Fig. 1: run 1, floorplan with the power grid
Pins as bars on the die edge.
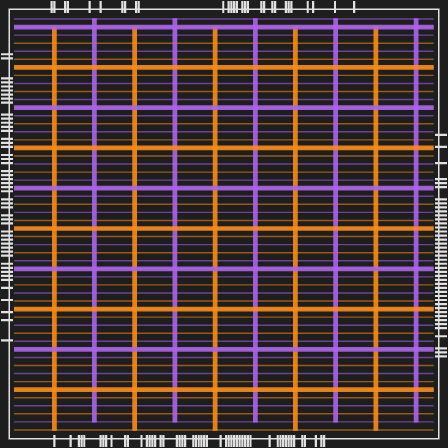
Fig. 2: run 1, metal 1
Supply wires on this layer in grey.
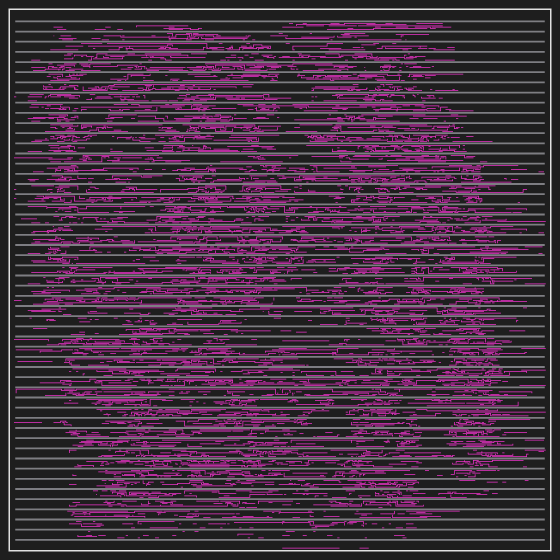
Fig. 3: run 1, clock nets
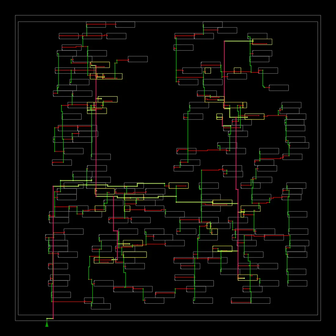
Fig. 4: run 1, gate families picked out
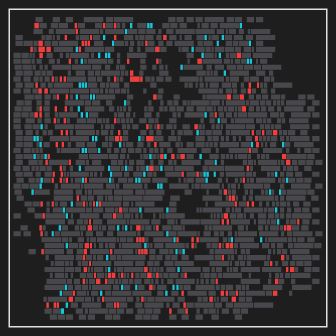
<file path="src/rtl/adder_error_monitor.sv">
// Streaming error-metric engine for approximate adders: compares in_s against the exact a+b
// and accumulates error count, saturating |error| sum and max |error|. ADDER_ERROR_MONITOR_SQ_EN adds sq_err_sum.
module adder_error_monitor #(
    parameter int WIDTH = 16,
    parameter int CNT_W = 20,
    parameter int ACC_W = 40
) (
    input  logic               clk,
    input  logic               rst,
    input  logic               start,
    input  logic [CNT_W-1:0]   num_samples,
    input  logic               in_valid,
    output logic               in_ready,
    input  logic [WIDTH-1:0]   in_a,
    input  logic [WIDTH-1:0]   in_b,
    input  logic [WIDTH:0]     in_s,
    output logic               busy,
    output logic               done,
    output logic [CNT_W-1:0]   sample_count,
    output logic [CNT_W-1:0]   err_count,
    output logic [ACC_W-1:0]   abs_err_sum,
    output logic [WIDTH:0]     max_abs_err
`ifdef ADDER_ERROR_MONITOR_SQ_EN
    ,
    output logic [ACC_W+WIDTH-1:0] sq_err_sum
`endif
);

    // state | meaning
    // IDLE  | waiting for start after reset
    // RUN   | accepting samples until the latched count is reached
    // DRAIN | no more transfers; waiting for the S1 stage to retire
    // DONE  | results final, held until the next start
    typedef enum logic [1:0] {
        ST_IDLE  = 2'd0,
        ST_RUN   = 2'd1,
        ST_DRAIN = 2'd2,
        ST_DONE  = 2'd3
    } state_t;

    localparam int SW     = WIDTH + 1;
    localparam int ACC1_W = ACC_W + 1;
    localparam logic [CNT_W-1:0] CNT_ONE = {{(CNT_W-1){1'b0}}, 1'b1};

    state_t             state_q, state_d;
    logic [CNT_W-1:0]   target_q, target_d;
    logic [CNT_W-1:0]   sample_count_q, sample_count_d;
    logic [CNT_W-1:0]   err_count_q, err_count_d;
    logic [ACC_W-1:0]   abs_err_sum_q, abs_err_sum_d;
    logic [SW-1:0]      max_abs_err_q, max_abs_err_d;
    logic               s1_valid_q, s1_valid_d;
    logic [SW-1:0]      s1_exact_q, s1_exact_d;
    logic [SW-1:0]      s1_sum_q, s1_sum_d;

    logic               start_ok;
    logic               xfer;
    logic               ready;
    logic               last_xfer;
    logic [SW-1:0]      diff;
    logic [ACC1_W-1:0]  abs_sum_ext;

`ifdef ADDER_ERROR_MONITOR_SQ_EN
    localparam int SQ_W  = ACC_W + WIDTH;
    localparam int SQ1_W = SQ_W + 1;
    logic [SQ_W-1:0]    sq_err_sum_q, sq_err_sum_d;
    logic [2*SW-1:0]    sq_prod;
    logic [SQ1_W-1:0]   sq_sum_ext;
`endif

    always_comb begin
        state_d        = state_q;
        target_d       = target_q;
        sample_count_d = sample_count_q;
        err_count_d    = err_count_q;
        abs_err_sum_d  = abs_err_sum_q;
        max_abs_err_d  = max_abs_err_q;
        s1_valid_d     = 1'b0;
        s1_exact_d     = s1_exact_q;
        s1_sum_d       = s1_sum_q;

        start_ok  = start && ((state_q == ST_IDLE) || (state_q == ST_DONE));
        ready     = (state_q == ST_RUN) && (sample_count_q < target_q);
        xfer      = in_valid && ready;
        last_xfer = xfer && ((sample_count_q + CNT_ONE) == target_q);

        // S1: exact reference sum registered alongside the approximate one
        if (xfer) begin
            s1_valid_d     = 1'b1;
            s1_exact_d     = {1'b0, in_a} + {1'b0, in_b};
            s1_sum_d       = in_s;
            sample_count_d = sample_count_q + CNT_ONE;
        end

        // S2: absolute difference and statistics update
        if (s1_sum_q >= s1_exact_q) begin
            diff = s1_sum_q - s1_exact_q;
        end else begin
            diff = s1_exact_q - s1_sum_q;
        end
        abs_sum_ext = {1'b0, abs_err_sum_q} + ACC1_W'(diff);

        if (s1_valid_q) begin
            if (diff != '0) begin
                err_count_d = err_count_q + CNT_ONE;
            end
            abs_err_sum_d = abs_sum_ext[ACC_W] ? {ACC_W{1'b1}} : abs_sum_ext[ACC_W-1:0];
            if (diff > max_abs_err_q) begin
                max_abs_err_d = diff;
            end
        end

        case (state_q)
            ST_IDLE, ST_DONE: begin
                if (start) begin
                    state_d = ST_RUN;
                end
            end
            ST_RUN: begin
                if (!ready || last_xfer) begin
                    state_d = ST_DRAIN;
                end
            end
            ST_DRAIN: begin
                if (!s1_valid_q) begin
                    state_d = ST_DONE;
                end
            end
            default: state_d = ST_IDLE;
        endcase

        // Start is only honoured when the pipeline is empty, so clearing here loses nothing
        if (start_ok) begin
            target_d       = num_samples;
            sample_count_d = '0;
            err_count_d    = '0;
            abs_err_sum_d  = '0;
            max_abs_err_d  = '0;
        end
    end

`ifdef ADDER_ERROR_MONITOR_SQ_EN
    always_comb begin
        sq_err_sum_d = sq_err_sum_q;
        sq_prod      = {{SW{1'b0}}, diff} * {{SW{1'b0}}, diff};
        sq_sum_ext   = {1'b0, sq_err_sum_q} + SQ1_W'(sq_prod);
        if (start_ok) begin
            sq_err_sum_d = '0;
        end else if (s1_valid_q) begin
            sq_err_sum_d = sq_sum_ext[SQ_W] ? {SQ_W{1'b1}} : sq_sum_ext[SQ_W-1:0];
        end
    end

    always_ff @(posedge clk or posedge rst) begin
        if (rst) begin
            sq_err_sum_q <= '0;
        end else begin
            sq_err_sum_q <= sq_err_sum_d;
        end
    end

    assign sq_err_sum = sq_err_sum_q;
`endif

    always_ff @(posedge clk or posedge rst) begin
        if (rst) begin
            state_q        <= ST_IDLE;
            target_q       <= '0;
            sample_count_q <= '0;
            err_count_q    <= '0;
            abs_err_sum_q  <= '0;
            max_abs_err_q  <= '0;
            s1_valid_q     <= 1'b0;
            s1_exact_q     <= '0;
            s1_sum_q       <= '0;
        end else begin
            state_q        <= state_d;
            target_q       <= target_d;
            sample_count_q <= sample_count_d;
            err_count_q    <= err_count_d;
            abs_err_sum_q  <= abs_err_sum_d;
            max_abs_err_q  <= max_abs_err_d;
            s1_valid_q     <= s1_valid_d;
            s1_exact_q     <= s1_exact_d;
            s1_sum_q       <= s1_sum_d;
        end
    end

    assign in_ready     = ready;
    assign busy         = (state_q == ST_RUN) || (state_q == ST_DRAIN);
    assign done         = (state_q == ST_DONE);
    assign sample_count = sample_count_q;
    assign err_count    = err_count_q;
    assign abs_err_sum  = abs_err_sum_q;
    assign max_abs_err  = max_abs_err_q;

endmodule

</file>
<file path="config.mk">
export PLATFORM = sky130hd
export DESIGN_NAME = adder_error_monitor
export DESIGN_NICKNAME = d
export VERILOG_FILES = /design/src/rtl/adder_error_monitor.sv
export SDC_FILE = /design/constraint.sdc
export NUM_CORES = 1
export LEC_CHECK = 0
export CORE_MARGIN = 1
export CORE_UTILIZATION = 55
export DETAILED_ROUTE_END_ITERATION = 8
export GPL_TIMING_DRIVEN = 0
export PLACE_DENSITY = 0.87
export RECOVER_POWER = 50
export SYNTH_ARGS = -nofsm -noshare
export SYNTH_HDL_FRONTEND = slang
export SYNTH_SLANG_ARGS = --single-unit
</file>
<file path="constraint.sdc">
create_clock -name clk -period 13.2 [get_ports clk]
set_clock_uncertainty 0.05 [all_clocks]
set_input_delay 2.64 -clock clk [delete_from_list [all_inputs] [get_ports clk]]
set_output_delay 2.64 -clock clk [all_outputs]
set_load 0.01 [all_outputs]
</file>
==> Slide: Implementation Results, run 1 <==
Synthesis and Place & Route Summary

Status
  – Outcome: finished with violations
  – Failing checks: capacitance limit, slew limit

STA
  – Worst setup margin: 6810 ps
  – Setup Total Neg Slack: 0 ps
  – Fin Hold WS: 438 ps
  – RSZ-0062 raised after global routing: false
  – Max Clock Freq: 157 MHz
  – Rel. slew slack: -68.7%
  – Max-slew violations: 56
  – Finish-stage setup viols: 0
  – Least-Margin Pin Slew: 2520 ps
  – Final hold violations: 0
  – Fin crit period: 6390 ps
  – Period utilization: 48.4%

Clock tree
  – Worst-path clk slew: 60 ps
  – Cts repair resizes: 0
  – TritonCTS clock tree: built
  – Clk buf depth: 2
  – Clock sink count: 154
  – Post-CTS Setup Bufs: 0
  – Hold buffer count at cts: 0
  – Clock root buffer: clkbuf_16
  – H-tree lvl count: 4

Routing
  – Routed wl met3: 1.93 mm
  – Residual DRC: 0
  – Starting DRC count in detailed routing: 881
  – Metal-1 WL: 13.1 mm
  – Met2 routed WL: 14.8 mm
  – DR top layer: met4
  – WL per Instance: 17.5 um
  – Final ANT Viol Nets: 0
  – DR pass1 iterations: 5
  – DR vias/cell: 6.01

Synthesis
  – Yosys stat area: 11,200 um^2
  – Seq share, synth: 34.5%
  – Most frequent cell after synthesis: dfrtp_1
  – Synthesized area per cell: 8.58 um^2
  – Post-synth EDFFs: 0
  – Max-area cell share: 34.5%
  – Synth area leader: dfrtp_1
  – Mapped cell area: 11,200 um^2
  – Cells in synth_stat.txt: 1,301
  – Cell count after synthesis: 1,301
  – Async SR Flop Fraction: 100%
  – Ys Warns: 0
  – Register bit total from synthesis: 154
  – Commonest flop: dfrtp_1
  – Syn nets: 1,486
  – Cell area leaders: dfrtp_1 35%, ha_1 12%, o21ai_0 5.1%, nand2_1 4.0%, xnor2_1 3.9%
  – Library cells used by synthesis: 73
  – Commonest cells post-synth: 154 x dfrtp_1, 119 x nand2_1, 113 x o21ai_0, 111 x inv_1, 108 x ha_1

Flow run
  – Total of max-cap violations: 1
  – Log Warnings: 44

Place
  – Port buffer count: 172
  – Inst Count DP: 1,739
  – RePlAce Congestion: 0.912
  – Placement Setup Slack: 6970 ps
  – Dpl cell area: 13,300 um^2
  – Dpl hpwl: 23.5 mm

Layout
  – Post-route cell area: 13,800 um^2
  – Logic area: 6660 um^2
  – Layout fillers: 1,557
  – Register area: 3850 um^2
  – Final nets: 1,678
  – Layout cells sized above 1: 4.39%
  – Layout area overhead: 23.6%
  – ANT cells: 0
  – Fin util: 70.2%

Floorplan
  – Row cnt: 51
  – Die area: 20,900 um^2
  – Fp util: 56.8%
  – I/O pins: 173

Global routing
  – Initial antenna violation count: 0
  – Gr ovfl total: 0
  – GR Util All Layers: 30.9%
  – First-pass GRT wire length: 50.8 mm
  – Largest net degree at the start of global routing: 100
  – Number of global-route vias before repair: 10,500

Power and ir drop
  – Power, Total: 4230 uW
  – Leak: 0.00626 uW
  – PwrDens: 306 nW/um^2

Critical path
  – R2r endpoint: abs_err_sum[29]$_DFFE_PP0P_
  – CP Launch Point: s1_exact_q[1]$_DFFE_PP0P_
  – Worst Setup EP: abs_err_sum[29]$_DFFE_PP0P_
  – Slowest CP cell: o41ai_1
  – CP arrival: 6680 ps
  – R2R setup slack: 6810 ps
  – Setup CP Type: flip-flop to flip-flop
  – Crit-path cells: inv_1, ha_1, nand4_1, nor2_1, o41ai_1, a21oi_1, xor2_1, ha_1, a21o_1, a21o_1, a21o_1, a21o_1, o21bai_1, a31oi_1, o2111ai_1, a22o_1, and3_1, clkbuf_1, and2_0, clkbuf_1, a311oi_1
  – CP required: 13,490 ps
  – Endpoint type of the worst setup path: flip-flop
  – R2R depth: 21
  – Reg2Reg Launch Point: s1_exact_q[1]$_DFFE_PP0P_
  – Startpoint Class: flip-flop
  – Max stage delay on crit path: 1000 ps
  – Crit Path Max Fanout: 9
  – Most frequent CP cell: a21o_1

Worst hold path
  – Hold depth: 1
  – Hold Path Origin: err_count[19]$_DFFE_PP0P_
  – Hold path endpoint: err_count[19]$_DFFE_PP0P_
  – HP Class: flip-flop to flip-flop
## Picture notes: Fig. 1
Key: purple = VDD; orange = VSS
52 met1 rails follow the rows. 10 straps on met4. 10 straps on met5.
Peak supply drop: 0.000198 V
DIE WIDTH: 144 um
core area: 19,700 um^2
die height: 144 um

## Picture notes: Fig. 2
The longest straight run is 39.6 um. The layer carries 13,100 um of wire. The layer holds 42% of the routed length.
GRT met1 Usage: 39.2%
detailed-route via count: 10,600
Post-Route WL: 30.9 mm

## Picture notes: Fig. 3
Seq Cell Count: 154
P_clk: 474 uW
clock buffers: 19
CTS buffer count: 17
Skew-Pair Late Insertion Delay: 440 ps

## Picture notes: Fig. 4
Key: cyan = inv cells [cells 112, most used inv_1]; red = nand cells [cells 178, most used nand2_1, where all over the die]
most numerous logic cell after layout: dfrtp_1
Comb area share: 48.2%
Non-Filler Instances: 1,770

[run 1: placed cells by master, fill, tap and decap left out, types with 37 or more instances in the layout]
cell / netlist / final
xor2_1: 37 / 37
nor2_1: 104 / 104
nand2_1: 119 / 119
inv_1: 111 / 110
clkdlybuf4s50_1: 0 / 140
dfrtp_1: 154 / 154
xnor2_1: 50 / 50
a21oi_1: 66 / 66
o21ai_0: 113 / 113
ha_1: 108 / 108
[run 1: area by class of cell]
type	instances	area share [%]
multi-input combinational	985	48.2
clock buffer	19	3.21
buffer	50	1.69
clock inverter	12	0.834
tap	265	2.40
timing repair buffer	173	12.7
inverter	112	3.05
sequential	154	27.9
[run 1: worst max-delay path: cells and delay by family (launching register included)]
family | cells | cell delay [ps]
compound gates | 11 | 3420
fa+ha+maj | 2 | 730
simple gates | 4 | 670
buf+inv | 3 | 500
flops | 1 | 470
xor+xnor | 1 | 460
[run 1: cell families after synthesis]
kind of cell	after synthesis	synth area share, %
fa+ha+maj	112	12.8
simple gates	397	17.2
mux	21	1.90
compound gates	368	20.9
flops	154	34.5
buf+inv	162	5.85
xor+xnor	87	6.82
[run 1: flip-flops by register name, summed over array words and instances, names as in the netlist]
register and cells:
s1_exact_q 17, err_count 20, sample_count 20, s1_sum_q 17
target_q 20, state_q 2, s1_valid_q 1, max_abs_err 17
abs_err_sum 40
[run 1: report_power, final]
group / switching (uW) / total [uW] / internal [uW]
sequential: 111 / 715 / 604
clock: 209 / 474 / 265
combinational: 1790 / 3040 / 1250
total: 2110 / 4230 / 2120
[run 1: metal layers]
layer  GRT usage, %  up-vias
met5              0        -
met4           15.5        0
met3           4.74      105
met2           51.2      479
li1               -     5011
met1           39.2     5034
Fig. 5: run 1, sequential cells grouped by signal name
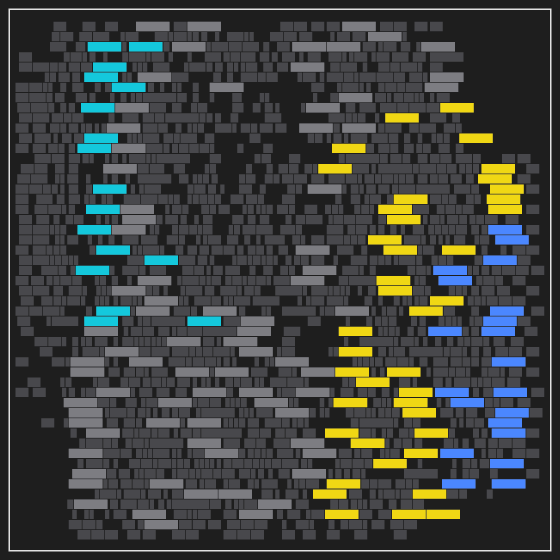

--- run 2 (diff from run 1) ---
- clock period: 13.2 -> 6.45 ns (I/O delays scaled with it)
Fig. 6: run 2, sequential cells grouped by signal name
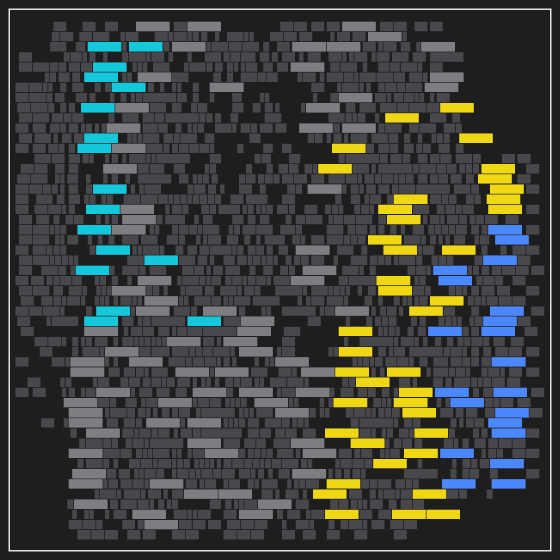
Key: yellow = abs_err_sum [sequential cells 40]; cyan = s1_exact_q [sequential cells 17]; blue = err_count [sequential cells 20]
Another 77 sequential cells are not coloured.
fin util: 70.3%
flop share of the area: 27.9%
Seq power: 1460 uW

==> run 2 against run 1 <==
The flow still finishes with violations (capacitance limit, slew limit). First-iteration DRC count down 4.2%. Worst hold slack worse by 2.1 ps. Register-to-register slack worse by 6600 ps. Clock-buffer cell count unchanged.
==> Slide: Implementation Results, run 2 <==
Synthesis and Place & Route Summary

STA
  – Worst setup margin: 190 ps (-6620 ps)
  – Period utilization: 97.1% (+49 points)
  – Final hold violations: 0 (unchanged)
  – Max-slew violations: 157 (+180%)
  – Fin Hold WS: 436 ps (-2.11 ps)
  – Max Clock Freq: 160 MHz (+2.0%)
  – Setup Total Neg Slack: 0 ps (unchanged)
  – Fin crit period: 6260 ps (-128 ps)
  – Least-Margin Pin Slew: 2470 ps (-50.3 ps)
  – Rel. slew slack: -64.4% (+4.3 points)
  – Finish-stage setup viols: 0 (unchanged)

Synthesis
  – Max-area cell share: 34.5% (unchanged)
  – Commonest cells post-synth: 154 x dfrtp_1, 119 x nand2_1, 113 x o21ai_0, 111 x inv_1, 108 x ha_1
  – Cell area leaders: dfrtp_1 35%, ha_1 12%, o21ai_0 5.1%, nand2_1 4.0%, xnor2_1 3.9%
  – Syn nets: 1,486 (unchanged)
  – Cells in synth_stat.txt: 1,301 (unchanged)
  – Commonest flop: dfrtp_1
  – Cell count after synthesis: 1,301 (unchanged)
  – Most frequent cell after synthesis: dfrtp_1
  – Register bit total from synthesis: 154 (unchanged)
  – Mapped cell area: 11,200 um^2 (unchanged)
  – Seq share, synth: 34.5% (unchanged)
  – Yosys stat area: 11,200 um^2 (unchanged)
  – Synth area leader: dfrtp_1
  – Async SR Flop Fraction: 100% (unchanged)
  – Ys Warns: 0 (unchanged)
  – Synthesized area per cell: 8.58 um^2 (unchanged)
  – Post-synth EDFFs: 0 (unchanged)

Worst hold path
  – Hold path endpoint: err_count[19]$_DFFE_PP0P_
  – HP Class: flip-flop to flip-flop
  – Hold depth: 1 (unchanged)
  – Hold Path Origin: err_count[19]$_DFFE_PP0P_

Status
  – Failing checks: capacitance limit, slew limit
  – Outcome: finished with violations

Floorplan
  – Die area: 20,900 um^2 (unchanged)
  – Fp util: 56.8% (unchanged)
  – Row cnt: 51 (unchanged)
  – DIE WIDTH: 144 um (unchanged)
  – Die height: 144 um (unchanged)
  – Core area: 19,700 um^2 (unchanged)
  – I/O pins: 173 (unchanged)

Layout
  – ANT cells: 0 (unchanged)
  – Number of flip-flops in the largest register: 40 (unchanged)
  – Most numerous logic cell after layout: dfrtp_1
  – Layout area overhead: 23.8%
  – Non-Filler Instances: 1,771 (+0.056%)
  – Final nets: 1,679 (+0.060%)
  – Top Layout Cells: 154 x dfrtp_1, 122 x clkdlybuf4s50_1, 119 x nand2_1
  – Post-route cell area: 13,800 um^2 (+0.14%)

Clock tree
  – Worst-path clk slew: 70 ps (about the same)
  – CTS buffer count: 17 (unchanged)
  – Clock root buffer: clkbuf_16
  – TritonCTS clock tree: built
  – Hold buffer count at cts: 0 (unchanged)
  – Clk buf depth: 2 (unchanged)
  – Skew-Pair Late Insertion Delay: 440 ps (about the same)
  – H-tree lvl count: 4 (unchanged)

Routing
  – Final ANT Viol Nets: 0 (unchanged)
  – Residual DRC: 0 (unchanged)
  – WL per Instance: 17.5 um (+0.45%)
  – Starting DRC count in detailed routing: 844 (-4.2%)
  – Detailed-route via count: 10,600 (+0.085%)
  – DR vias/cell: 6.01 (about the same)
  – DR pass1 iterations: 5 (unchanged)
  – Post-Route WL: 31.1 mm (+0.51%)

Power and ir drop
  – Peak supply drop: 0.000404 V (+100%)
  – Leak: 0.00632 uW (+0.95%)
  – PwrDens: 630 nW/um^2 (+110%)

Flow run
  – Total of max-cap violations: 2 (+1)
  – Log Warnings: 44 (unchanged)

Critical path
  – R2r endpoint: abs_err_sum[29]$_DFFE_PP0P_
  – R2R depth: 24 (+14%)
  – Reg2Reg Launch Point: s1_exact_q[10]$_DFFE_PP0P_
  – Crit Path Max Fanout: 9 (unchanged)
  – R2R setup slack: 190 ps (-6620 ps)
  – CP Launch Point: s1_exact_q[10]$_DFFE_PP0P_
  – Worst Setup EP: abs_err_sum[29]$_DFFE_PP0P_
  – CP required: 6690 ps (-6800 ps)
  – Setup CP Type: flip-flop to flip-flop
  – Startpoint Class: flip-flop

Place
  – Placement Setup Slack: 218 ps (-6750 ps)
  – RePlAce Congestion: 0.912 (unchanged)
  – Dpl cell area: 13,300 um^2 (unchanged)
  – Dpl hpwl: 23.5 mm (unchanged)
  – Inst Count DP: 1,739 (unchanged)
  – Port buffer count: 172 (unchanged)

Global routing
  – Largest net degree at the start of global routing: 100 (unchanged)
  – First-pass GRT wire length: 50.8 mm (unchanged)
  – Initial antenna violation count: 0 (unchanged)
  – Gr ovfl total: 0 (unchanged)
Fig. 7: run 2, clock nets
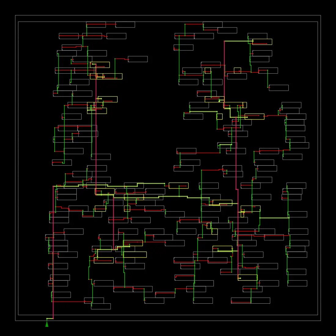
clock sink count: 154
P_clk: 972 uW

==> run 2: cell counts after synthesis <==
No cell type changed its count.
==> run 2: routing by layer <==
metal	GRT usage, %	vias to the layer above	wire length (um)
li1	-	5012	-
met1	39.2	5094	13300
met2	51.2	443	14900
met3	4.74	89	1850
met4	15.5	0	1030
met5	0	-	0
==> run 2: timing repair <==
action,4_1_cts,5_1_grt
buffers inserted,0,1
gates resized,0,8
setup endpoints to repair,0,10
==> run 2: cell families after synthesis <==
group | after synthesis | synth area share [%]
AOI/OAI and AO/OA | 368 | 20.9
xor gates and xnor gates | 87 | 6.82
adders and majority gates | 112 | 12.8
buffers and inverters | 162 | 5.85
DFF | 154 | 34.5
muxes | 21 | 1.90
and+or+nand+nor | 397 | 17.2
==> run 2: worst max-delay path, cell delays in order (launching register included) <==
cell	delay, ps
dfrtp_1	400
inv_1	60
ha_1	300
buf_6	140
a21oi_1	270
o21bai_1	140
a21oi_1	360
o21a_1	160
buf_4	160
nand2_1	260
o41ai_1	520
xnor2_1	330
ha_1	400
nor2_1	110
nor2_1	130
o41ai_1	120
o21bai_1	260
a31oi_1	200
o2111ai_1	340
a22o_1	320
and3_1	180
clkbuf_1	320
and2_0	190
clkbuf_1	270
a311oi_1	140
==> run 2: cell type report <==
type / count / area (um^2)
Clock buffer: 19 / 443
Multi-Input combinational cell: 985 / 6690
Tap cell: 265 / 332
Inverter: 112 / 422
Timing Repair Buffer: 174 / 1730
Buffer: 50 / 234
Clock inverter: 12 / 115
Sequential cell: 154 / 3850
Fill cell: 1553 / 5830
==> run 2: report_power, final <==
| part | internal [uW] | switching, uW | leakage, uW |
|---|---|---|---|
| logic | 2580 | 3690 | 0.00403 |
| registers | 1240 | 224 | 0.00203 |
| clock network | 543 | 429 | 0.000260 |
| total | 4360 | 4350 | 0.00632 |
Fig. 8: run 2, gate families picked out
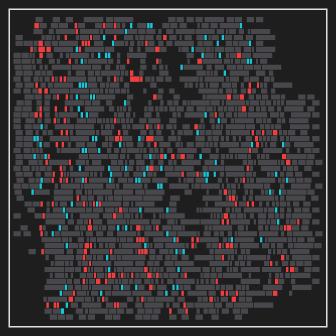

--- run 3 (diff from run 2) ---
- SLEW_MARGIN: not set -> 10
Fig. 9: run 3, gate families picked out
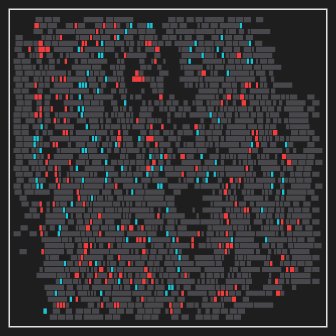
Key: cyan = inv cells [cells 112, most used inv_1]; red = nand cells [cells 178, most used nand2_1, where all over the die]
Non-Filler Instances: 1,771
Comb area share: 48.4%

Fig. 10: run 3, clock nets
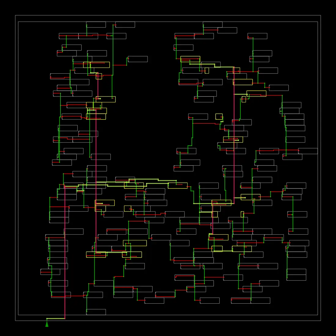
clock buffers: 20
P_clk: 976 uW

==> run 3 against run 2 <==
The run still ends with capacitance limit, slew limit left. Worst setup slack improved by 190 ps. Non-clock buffer count did not move. Die size is the same. First-iteration DRC count is 17% higher. Critical path depth did not move. Synthesized area unchanged. Global-route usage is 0.14 points lower. Via count grew 0.50%. Register-to-register slack better by 190 ps. Flip-flop count did not move. Sequential power barely moved. Synthesized cell count stayed put. Critical path type unchanged. Largest cell class unchanged. Largest power group unchanged.
==> Slide: Implementation Results, run 3 <==
Synthesis and Place & Route Summary

Power and ir drop
  – Switching power: 4310 uW (-0.79%)
  – PwrDens: 628 nW/um^2 (-0.34%)
  – Switching Fraction: 49.7% (-0.27 points)
  – Peak supply drop: 0.000363 V (-10%)
  – Seq power: 1460 uW (about the same)
  – Leak: 0.00633 uW (+0.19%)
  – Top Consumer: combinational cells
  – P_comb: 6250 uW (about the same)
  – Pint: 4370 uW (+0.27%)
  – Logic gate share of total power: 71.9% (-0.2 points)
  – Sequential share of power: 16.8% (about the same)
  – Clock Power Share: 11.2% (about the same)
  – Power, Total: 8680 uW

Synthesis
  – Cell count after synthesis: 1,301 (unchanged)
  – Register bit total from synthesis: 154 (unchanged)
  – Yosys stat area: 11,200 um^2 (unchanged)
  – Ys Warns: 0 (unchanged)
  – Most frequent cell after synthesis: dfrtp_1
  – Library cells used by synthesis: 73
  – Max-area cell share: 34.5% (unchanged)
  – Seq share, synth: 34.5% (unchanged)
  – Synthesized area per cell: 8.58 um^2 (unchanged)
  – Cell area leaders: dfrtp_1 35%, ha_1 12%, o21ai_0 5.1%, nand2_1 4.0%, xnor2_1 3.9%
  – Mapped cell area: 11,200 um^2 (unchanged)
  – Cells in synth_stat.txt: 1,301 (unchanged)
  – Commonest flop: dfrtp_1
  – Commonest cells post-synth: 154 x dfrtp_1, 119 x nand2_1, 113 x o21ai_0, 111 x inv_1, 108 x ha_1
  – Syn nets: 1,486 (unchanged)
  – Async SR Flop Fraction: 100% (unchanged)
  – Post-synth EDFFs: 0 (unchanged)
  – Synth area leader: dfrtp_1

Layout
  – Layout area overhead: 23.9% (about the same)
  – Register area: 3850 um^2 (unchanged)
  – Top Layout Cells: 154 x dfrtp_1, 121 x clkdlybuf4s50_1, 119 x nand2_1
  – Final nets: 1,679 (unchanged)
  – Logic area: 6700 um^2 (about the same)
  – Most numerous logic cell after layout: dfrtp_1
  – Layout cells sized above 1: 4.85%
  – Layout fillers: 1,541 (-0.77%)
  – Post-route cell area: 13,800 um^2 (about the same)
  – ANT cells: 0 (unchanged)
  – Fin util: 70.4% (about the same)
  – Number of flip-flops in the largest register: 40 (unchanged)

Critical path
  – Slowest CP cell: dfrtp_1
  – Endpoint type of the worst setup path: flip-flop
  – Crit-path cells: inv_1, ha_1, nand4_1, o221a_2, o21ai_2, and3_1, buf_4, nor2_2, a21oi_1, xor2_2, ha_1, a21o_1, a21o_1, a21o_1, a21o_1, o21bai_1, a31oi_1, o2111ai_1, a22o_1, and3_1, clkbuf_1, and2_0, clkbuf_1, a311oi_1
  – Worst Setup EP: abs_err_sum[29]$_DFFE_PP0P_
  – Setup CP Type: flip-flop to flip-flop
  – CP Launch Point: s1_exact_q[1]$_DFFE_PP0P_
  – Worst Path Buf+Inv: 4 (-1)
  – Most frequent CP cell: a21o_1
  – R2r endpoint: abs_err_sum[29]$_DFFE_PP0P_
  – Crit Path Max Fanout: 9 (unchanged)
  – CP arrival: 6340 ps
  – Max stage delay on crit path: 460 ps (-60 ps)
  – R2R setup slack: 380 ps (+190 ps)
  – CP delay by family, top: AND-OR/OR-AND gates
  – Startpoint Class: flip-flop
  – R2R depth: 24 (unchanged)
  – CP required: 6730 ps (+40 ps)
  – WP depth: 24 (unchanged)
  – Reg2Reg Launch Point: s1_exact_q[1]$_DFFE_PP0P_

Floorplan
  – Fp util: 56.8% (unchanged)
  – Die height: 144 um (unchanged)
  – I/O pins: 173 (unchanged)
  – Row cnt: 51 (unchanged)
  – Core area: 19,700 um^2 (unchanged)
  – Die area: 20,900 um^2 (unchanged)
  – DIE WIDTH: 144 um (unchanged)

Routing
  – Starting DRC count in detailed routing: 985 (+17%)
  – DR vias/cell: 6.04 (+0.50%)
  – DR pass1 iterations: 5 (unchanged)
  – Detailed-route via count: 10,700 (+0.50%)
  – Post-Route WL: 30.9 mm (-0.63%)
  – WL per Instance: 17.4 um (-0.63%)
  – Final ANT Viol Nets: 0 (unchanged)
  – Residual DRC: 0 (unchanged)

STA
  – Fin Hold WS: 440 ps (+3.94 ps)
  – Least-Margin Pin Slew: 2620 ps (+149 ps)
  – Worst setup margin: 383 ps (+193 ps)
  – RSZ-0062 raised after global routing: false
  – Setup Total Neg Slack: 0 ps (unchanged)
  – Finish-stage setup viols: 0 (unchanged)
  – Max Clock Freq: 165 MHz (+3.2%)
  – Fin crit period: 6070 ps (-193 ps)
  – Rel. slew slack: -74.4% (-9.9 points)
  – Period utilization: 94.1% (-3.0 points)
  – Final hold violations: 0 (unchanged)
  – Max-slew violations: 157 (unchanged)

Place
  – Dpl hpwl: 23.4 mm (-0.16%)
  – RePlAce Congestion: 0.912 (unchanged)
  – Port buffer count: 172 (unchanged)
  – Dpl cell area: 13,300 um^2 (about the same)
  – Inst Count DP: 1,739 (unchanged)
  – Placement Setup Slack: 188 ps (-30.0 ps)

Clock tree
  – Worst-path clk slew: 70 ps (about the same)
  – CTS buffer count: 17 (unchanged)
  – H-tree lvl count: 4 (unchanged)
  – Hold buffer count at cts: 0 (unchanged)
  – Clock root buffer: clkbuf_16
  – Clock sink count: 154 (unchanged)
  – Clk buf depth: 2 (unchanged)
  – Skew-Pair Late Insertion Delay: 430 ps (about the same)
  – Cts repair resizes: 0 (unchanged)
  – Post-CTS Setup Bufs: 0 (unchanged)
  – TritonCTS clock tree: built

Status
  – Failing checks: capacitance limit, slew limit
  – Outcome: finished with violations

Global routing
  – Largest net degree at the start of global routing: 106 (+6.0%)
  – Gr ovfl total: 0 (unchanged)
  – First-pass GRT wire length: 50.7 mm (-0.34%)
  – Number of global-route vias before repair: 10,300
  – GR Util All Layers: 30.8%
  – Initial antenna violation count: 0 (unchanged)

Flow run
  – Total of max-cap violations: 2 (unchanged)
  – Log Warnings: 46 (+4.5%)

Worst hold path
  – HP Class: flip-flop to flip-flop
==> run 3: cell count changes in the layout (fill, tap and decap cells not counted), sizes merged <==
cell,before,now
clkdlybuf4s50,122,121
clkinvlp,6,3
dlygate4sd3,50,51
clkbuf,51,52
clkinv,3,5
==> run 3: worst min path at each step <==
stage / from / slack (ps) / cells after the start / to
floorplan: s1_sum_q[16]$_DFFE_PP0P_ / 400 / 2 / s1_sum_q[16]$_DFFE_PP0P_
global placement: err_count[19]$_DFFE_PP0P_ / 420 / 1 / err_count[19]$_DFFE_PP0P_
detailed placement: err_count[11]$_DFFE_PP0P_ / 440 / 1 / err_count[11]$_DFFE_PP0P_
CTS: err_count[11]$_DFFE_PP0P_ / 450 / 1 / err_count[11]$_DFFE_PP0P_
global route: err_count[19]$_DFFE_PP0P_ / 480 / 1 / err_count[19]$_DFFE_PP0P_
finish: err_count[11]$_DFFE_PP0P_ / 440 / 1 / err_count[11]$_DFFE_PP0P_
==> run 3: cell families after synthesis <==
kind of cell               after synthesis  share of synthesized area, %
xor gates and xnor gates                87                          6.82
DFF                                    154                          34.5
adders and majority gates              112                          12.8
AOI/OAI and AO/OA                      368                          20.9
and+or+nand+nor                        397                          17.2
muxes                                   21                          1.90
buffers and inverters                  162                          5.85
==> run 3: routing by layer <==
metal	GRT usage (%)	part of all wire [%]	routed length (um)	up-vias
li1	-	-	-	5009
met1	40.0	42	13000	5130
met2	51.2	48	14800	473
met3	3.97	6.4	1970	79
met4	13.6	3.3	1020	0
met5	0	0	0	-
==> run 3: area by class of cell <==
class	count	area share, %
Multi-Input combinational cell	985	48.4
Tap cell	265	2.40
Clock buffer	20	3.30
Inverter	112	3.05
Timing Repair Buffer	174	12.5
Sequential cell	154	27.9
Buffer	50	1.68
Clock inverter	11	0.796
Power is estimated from default activity; no workload was simulated.
